--- config.mk ---
export PLATFORM = sky130hd
export DESIGN_NAME = mc_main_control
export DESIGN_NICKNAME = d
export VERILOG_FILES = /design/src/rtl/mc_main_control_pkg.sv /design/src/rtl/mc_main_control_decode.sv /design/src/rtl/mc_main_control.sv
export SDC_FILE = /design/constraint.sdc
export NUM_CORES = 1
export LEC_CHECK = 0
export CORE_ASPECT_RATIO = 1.25
export CORE_MARGIN = 8
export CORE_UTILIZATION = 32
export DETAILED_ROUTE_END_ITERATION = 8
export HOLD_SLACK_MARGIN = 0.06
export PLACE_DENSITY = 0.75
export SYNTH_ARGS = -nofsm -noshare
export SYNTH_HDL_FRONTEND = slang
export SYNTH_SLANG_ARGS = --single-unit
--- constraint.sdc ---
create_clock -name clk -period 1.2 [get_ports clk]
set_input_delay 0.12 -clock clk [delete_from_list [all_inputs] [get_ports clk]]
set_output_delay 0.12 -clock clk [all_outputs]
set_load 0.01 [all_outputs]
--- src/rtl/mc_main_control_pkg.sv ---
// Shared encodings for the multi-cycle MIPS main control: states, opcodes, ALU commands, selects.
// ACCM_EN adds the two accumulate-from-memory states.
package mc_main_control_pkg;

  localparam int unsigned OPC_BITS   = 6;
  localparam int unsigned FN_BITS    = 6;
  localparam int unsigned ALUOP_BITS = 3;
  localparam int unsigned STATE_BITS = 4;

  typedef enum logic [STATE_BITS-1:0] {
    INIT     = 4'd0,
    IF       = 4'd1,
    ID       = 4'd2,
    EX_R     = 4'd3,
    WB_R     = 4'd4,
    MEM_ADDR = 4'd5,
    MEM_LW   = 4'd6,
    WB_LW    = 4'd7,
    MEM_SW   = 4'd8,
    EX_BEQ   = 4'd9,
    EX_J     = 4'd10,
    EX_ADDI  = 4'd11,
`ifdef ACCM_EN
    WB_I     = 4'd12,
    ACCM_MEM = 4'd13,
    ACCM_EX  = 4'd14
`else
    WB_I     = 4'd12
`endif
  } state_t;

  localparam logic [OPC_BITS-1:0] OP_RTYPE = 6'b000000;
  localparam logic [OPC_BITS-1:0] OP_LW    = 6'b100011;
  localparam logic [OPC_BITS-1:0] OP_SW    = 6'b101011;
  localparam logic [OPC_BITS-1:0] OP_BEQ   = 6'b000100;
  localparam logic [OPC_BITS-1:0] OP_J     = 6'b000010;
  localparam logic [OPC_BITS-1:0] OP_ADDI  = 6'b001000;

  localparam logic [FN_BITS-1:0] FUNCT_ACCM = 6'b111000;

  localparam logic [ALUOP_BITS-1:0] ALUOp_CMD_ADD   = 3'd0;
  localparam logic [ALUOP_BITS-1:0] ALUOp_CMD_SUB   = 3'd1;
  localparam logic [ALUOP_BITS-1:0] ALUOp_CMD_RTYPE = 3'd2;

  localparam logic [1:0] ALU_B_RT     = 2'b00;
  localparam logic [1:0] ALU_B_FOUR   = 2'b01;
  localparam logic [1:0] ALU_B_IMM    = 2'b10;
  localparam logic [1:0] ALU_B_IMM_SH = 2'b11;

  localparam logic [1:0] PC_SRC_ALU    = 2'b00;
  localparam logic [1:0] PC_SRC_ALUOUT = 2'b01;
  localparam logic [1:0] PC_SRC_JUMP   = 2'b10;

  typedef struct packed {
    logic                  pc_write;
    logic                  pc_write_cond;
    logic [1:0]            pc_source;
    logic                  i_or_d;
    logic                  mem_read;
    logic                  mem_write;
    logic                  ir_write;
    logic                  reg_dst;
    logic                  mem_to_reg;
    logic                  reg_write;
    logic                  alu_src_a_pc;
    logic [1:0]            alu_src_b;
    logic [ALUOP_BITS-1:0] aluop;
  } ctrl_t;

endpackage

--- src/rtl/mc_main_control_decode.sv ---
// Moore output decode: current state (plus mem_ready during fetch) to datapath control vector.
// ACCM_EN adds decode for the accumulate states.
module mc_control_decode
  import mc_main_control_pkg::*;
(
  input  state_t state,
  input  logic   mem_ready,
  output ctrl_t  ctrl
);

  always_comb begin
    ctrl       = '0;
    ctrl.aluop = ALUOp_CMD_ADD;
    unique case (state)
      IF: begin
        // PC+4 and IR load commit only in the cycle the fetch completes
        ctrl.mem_read     = 1'b1;
        ctrl.ir_write     = mem_ready;
        ctrl.pc_write     = mem_ready;
        ctrl.alu_src_a_pc = 1'b1;
        ctrl.alu_src_b    = ALU_B_FOUR;
        ctrl.pc_source    = PC_SRC_ALU;
      end
      ID: begin
        ctrl.alu_src_a_pc = 1'b1;
        ctrl.alu_src_b    = ALU_B_IMM_SH;
      end
      EX_R: begin
        ctrl.aluop     = ALUOp_CMD_RTYPE;
        ctrl.alu_src_b = ALU_B_RT;
      end
      WB_R: begin
        ctrl.reg_dst   = 1'b1;
        ctrl.reg_write = 1'b1;
      end
      MEM_ADDR: ctrl.alu_src_b = ALU_B_IMM;
      MEM_LW: begin
        ctrl.mem_read = 1'b1;
        ctrl.i_or_d   = 1'b1;
      end
      WB_LW: begin
        ctrl.reg_write  = 1'b1;
        ctrl.mem_to_reg = 1'b1;
      end
      MEM_SW: begin
        ctrl.mem_write = 1'b1;
        ctrl.i_or_d    = 1'b1;
      end
      EX_BEQ: begin
        ctrl.aluop         = ALUOp_CMD_SUB;
        ctrl.alu_src_b     = ALU_B_RT;
        ctrl.pc_write_cond = 1'b1;
        ctrl.pc_source     = PC_SRC_ALUOUT;
      end
      EX_J: begin
        ctrl.pc_write  = 1'b1;
        ctrl.pc_source = PC_SRC_JUMP;
      end
      EX_ADDI: ctrl.alu_src_b = ALU_B_IMM;
      WB_I:    ctrl.reg_write = 1'b1;
`ifdef ACCM_EN
      ACCM_MEM: begin
        // ALU decoder steers the address source to Rs for this access
        ctrl.mem_read = 1'b1;
        ctrl.i_or_d   = 1'b1;
        ctrl.aluop    = ALUOp_CMD_RTYPE;
      end
      ACCM_EX: begin
        ctrl.aluop     = ALUOp_CMD_RTYPE;
        ctrl.alu_src_b = ALU_B_RT;
      end
`endif
      default: ;
    endcase
  end

endmodule

--- src/rtl/mc_main_control.sv ---
// Multi-cycle MIPS main control FSM: state register, next-state dispatch and output ports.
// Define ACCM_EN to build the accumulate-from-memory R-type path (ACCM_MEM/ACCM_EX).
module mc_main_control
  import mc_main_control_pkg::*;
#(
  parameter int unsigned OPCODE_W = 6,
  parameter int unsigned FUNCT_W  = 6,
  parameter int unsigned ALUOP_W  = 3
) (
  input  logic                clk,
  input  logic                rst_n,
  input  logic [OPCODE_W-1:0] opcode,
  input  logic [FUNCT_W-1:0]  funct,
  input  logic                mem_ready,
  output logic                pc_write,
  output logic                pc_write_cond,
  output logic [1:0]          pc_source,
  output logic                i_or_d,
  output logic                mem_read,
  output logic                mem_write,
  output logic                ir_write,
  output logic                reg_dst,
  output logic                mem_to_reg,
  output logic                reg_write,
  output logic                alu_src_a_pc,
  output logic [1:0]          alu_src_b,
  output logic [ALUOP_W-1:0]  aluop,
  output logic                illegal_instr,
  output logic [3:0]          state_o
);

  state_t state;
  state_t state_nxt;
  logic   illegal_c;
  ctrl_t  ctrl;

  always_ff @(posedge clk or negedge rst_n) begin
    if (!rst_n) state <= INIT;
    else        state <= state_nxt;
  end

  always_comb begin
    state_nxt = state;
    illegal_c = 1'b0;
    unique case (state)
      INIT: state_nxt = IF;
      IF:   state_nxt = mem_ready ? ID : IF;
      ID: begin
        case (opcode)
          OPCODE_W'(OP_RTYPE): begin
`ifdef ACCM_EN
            state_nxt = (funct == FUNCT_W'(FUNCT_ACCM)) ? ACCM_MEM : EX_R;
`else
            state_nxt = EX_R;
`endif
          end
          OPCODE_W'(OP_LW),
          OPCODE_W'(OP_SW):   state_nxt = MEM_ADDR;
          OPCODE_W'(OP_BEQ):  state_nxt = EX_BEQ;
          OPCODE_W'(OP_J):    state_nxt = EX_J;
          OPCODE_W'(OP_ADDI): state_nxt = EX_ADDI;
          default: begin
            state_nxt = IF;
            illegal_c = 1'b1;
          end
        endcase
      end
      EX_R:     state_nxt = WB_R;
      WB_R:     state_nxt = IF;
      MEM_ADDR: state_nxt = (opcode == OPCODE_W'(OP_LW)) ? MEM_LW : MEM_SW;
      MEM_LW:   state_nxt = mem_ready ? WB_LW : MEM_LW;
      WB_LW:    state_nxt = IF;
      MEM_SW:   state_nxt = mem_ready ? IF : MEM_SW;
      EX_BEQ:   state_nxt = IF;
      EX_J:     state_nxt = IF;
      EX_ADDI:  state_nxt = WB_I;
      WB_I:     state_nxt = IF;
`ifdef ACCM_EN
      ACCM_MEM: state_nxt = mem_ready ? ACCM_EX : ACCM_MEM;
      ACCM_EX:  state_nxt = WB_R;
`endif
      default:  state_nxt = INIT;
    endcase
  end

`ifndef ACCM_EN
  // funct only matters for the accumulate dispatch
  logic funct_unused;
  assign funct_unused = ^funct;
`endif

  mc_control_decode u_decode (
    .state     (state),
    .mem_ready (mem_ready),
    .ctrl      (ctrl)
  );

  assign pc_write      = ctrl.pc_write;
  assign pc_write_cond = ctrl.pc_write_cond;
  assign pc_source     = ctrl.pc_source;
  assign i_or_d        = ctrl.i_or_d;
  assign mem_read      = ctrl.mem_read;
  assign mem_write     = ctrl.mem_write;
  assign ir_write      = ctrl.ir_write;
  assign reg_dst       = ctrl.reg_dst;
  assign mem_to_reg    = ctrl.mem_to_reg;
  assign reg_write     = ctrl.reg_write;
  assign alu_src_a_pc  = ctrl.alu_src_a_pc;
  assign alu_src_b     = ctrl.alu_src_b;
  assign aluop         = ALUOP_W'(ctrl.aluop);
  assign illegal_instr = illegal_c;
  assign state_o       = 4'(state);

endmodule
layers.png
Drawn at 6 px/um.
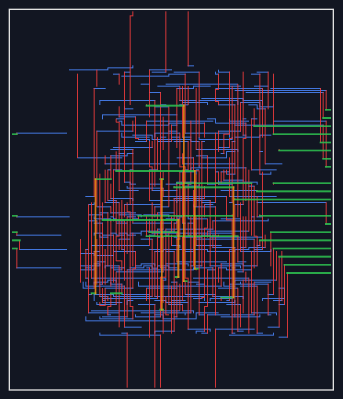
orange -> M4  # wire length 114 um
green -> M3  # wire length 242 um
blue -> M1  # wire length 1190 um
red -> M2  # wire length 1530 um
via count of the routed design: 940
Routed WL: 3080 um
routed len/inst: 18.4 um
combined global-route utilization of all metal layers: 15.3%

clock_nets.png
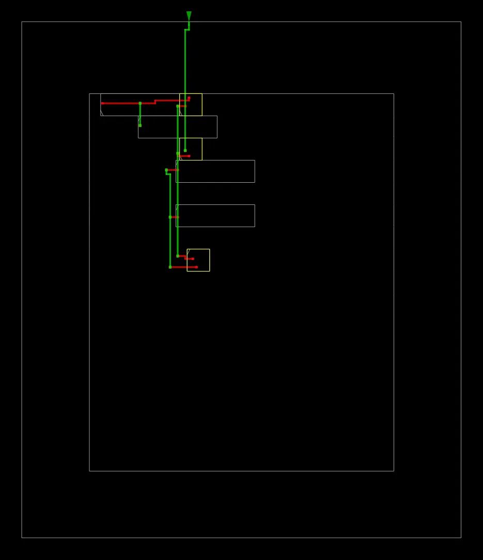
power drawn by the clock network: 0.164 mW
number of buffers created by CTS: 3
number of sequential storage elements: 4
clock buffer count: 3
Worst Skew: 0.00318 ns

port_trees.png
Drawn at 8 px/um.
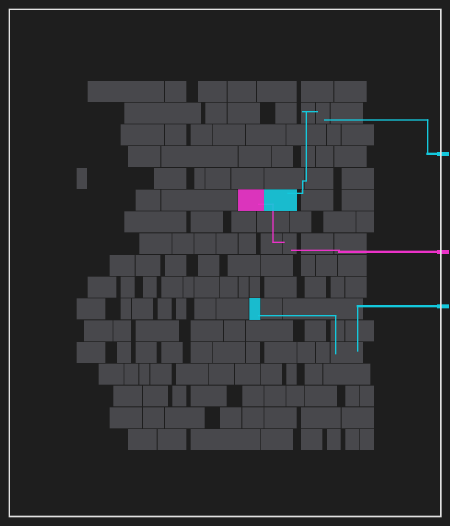
cyan -> `alu_src_b`  # direction output, edge right, end cells 2, buffers 2, wire 62.5 um
magenta -> `i_or_d`  # direction output, edge right, end cells 1, buffers 1, wire 26.3 um
Port-buffer cells: 29
# IOs: 37

==> Flow_metrics.wiki <==
=== Physical design figures ===
{| class="wikitable"
! Metric !! Value
|-
| Cell taking the most area after synthesis || dfrtp_1
|-
| Dpl cell area || 990 um2
|-
| Fraction of area in clock buffers and inverters || 1.60%
|-
| Count of mapped cells out of synthesis || 79
|-
| Number of warnings the tools reported || 35
|-
| Biggest cell category by area in the final layout || non-clock buffers
|-
| Most frequent logic cell in the layout || buf_6
|-
| Unique cell type count in the Yosys netlist || 36
|-
| Maximum vdd drop || 1.71 mV
|-
| Cell at the root of the clock tree || clkbuf_4
|-
| Remaining Overflow, GRT || 0
|-
| Violated checks || setup timing
|-
| Number of endpoints failing setup at the final stage || 23
|-
| Xor/xnor share of the synthesized area || 3.07%
|-
| N_taps || 19
|-
| Worst path bufs/invs || 4
|-
| Floorplan Utilization || 33.1%
|-
| Number of antenna violations at the first check in global routing || 0
|-
| Maximum number of pins on one net before global-route repair || 12
|-
| Pwr/cell area || 2710 mW/mm2
|-
| Run status || finished, violations left
|-
| PnR worst setup slack || -0.456 ns
|-
| Sequential share of cell area || 7.45%
|-
| WS Path Type || flip-flop to flip-flop
|-
| Min cycle time layout || 1.66 ns
|-
| Hold Path Class || primary input to async pin
|-
| RR Startpoint || state_o[2]$_DFF_PN0_
|-
| Chip height || 63.2 um
|-
| Core area || 0.00172 mm2
|}
Power and IR drop assume default switching activity.
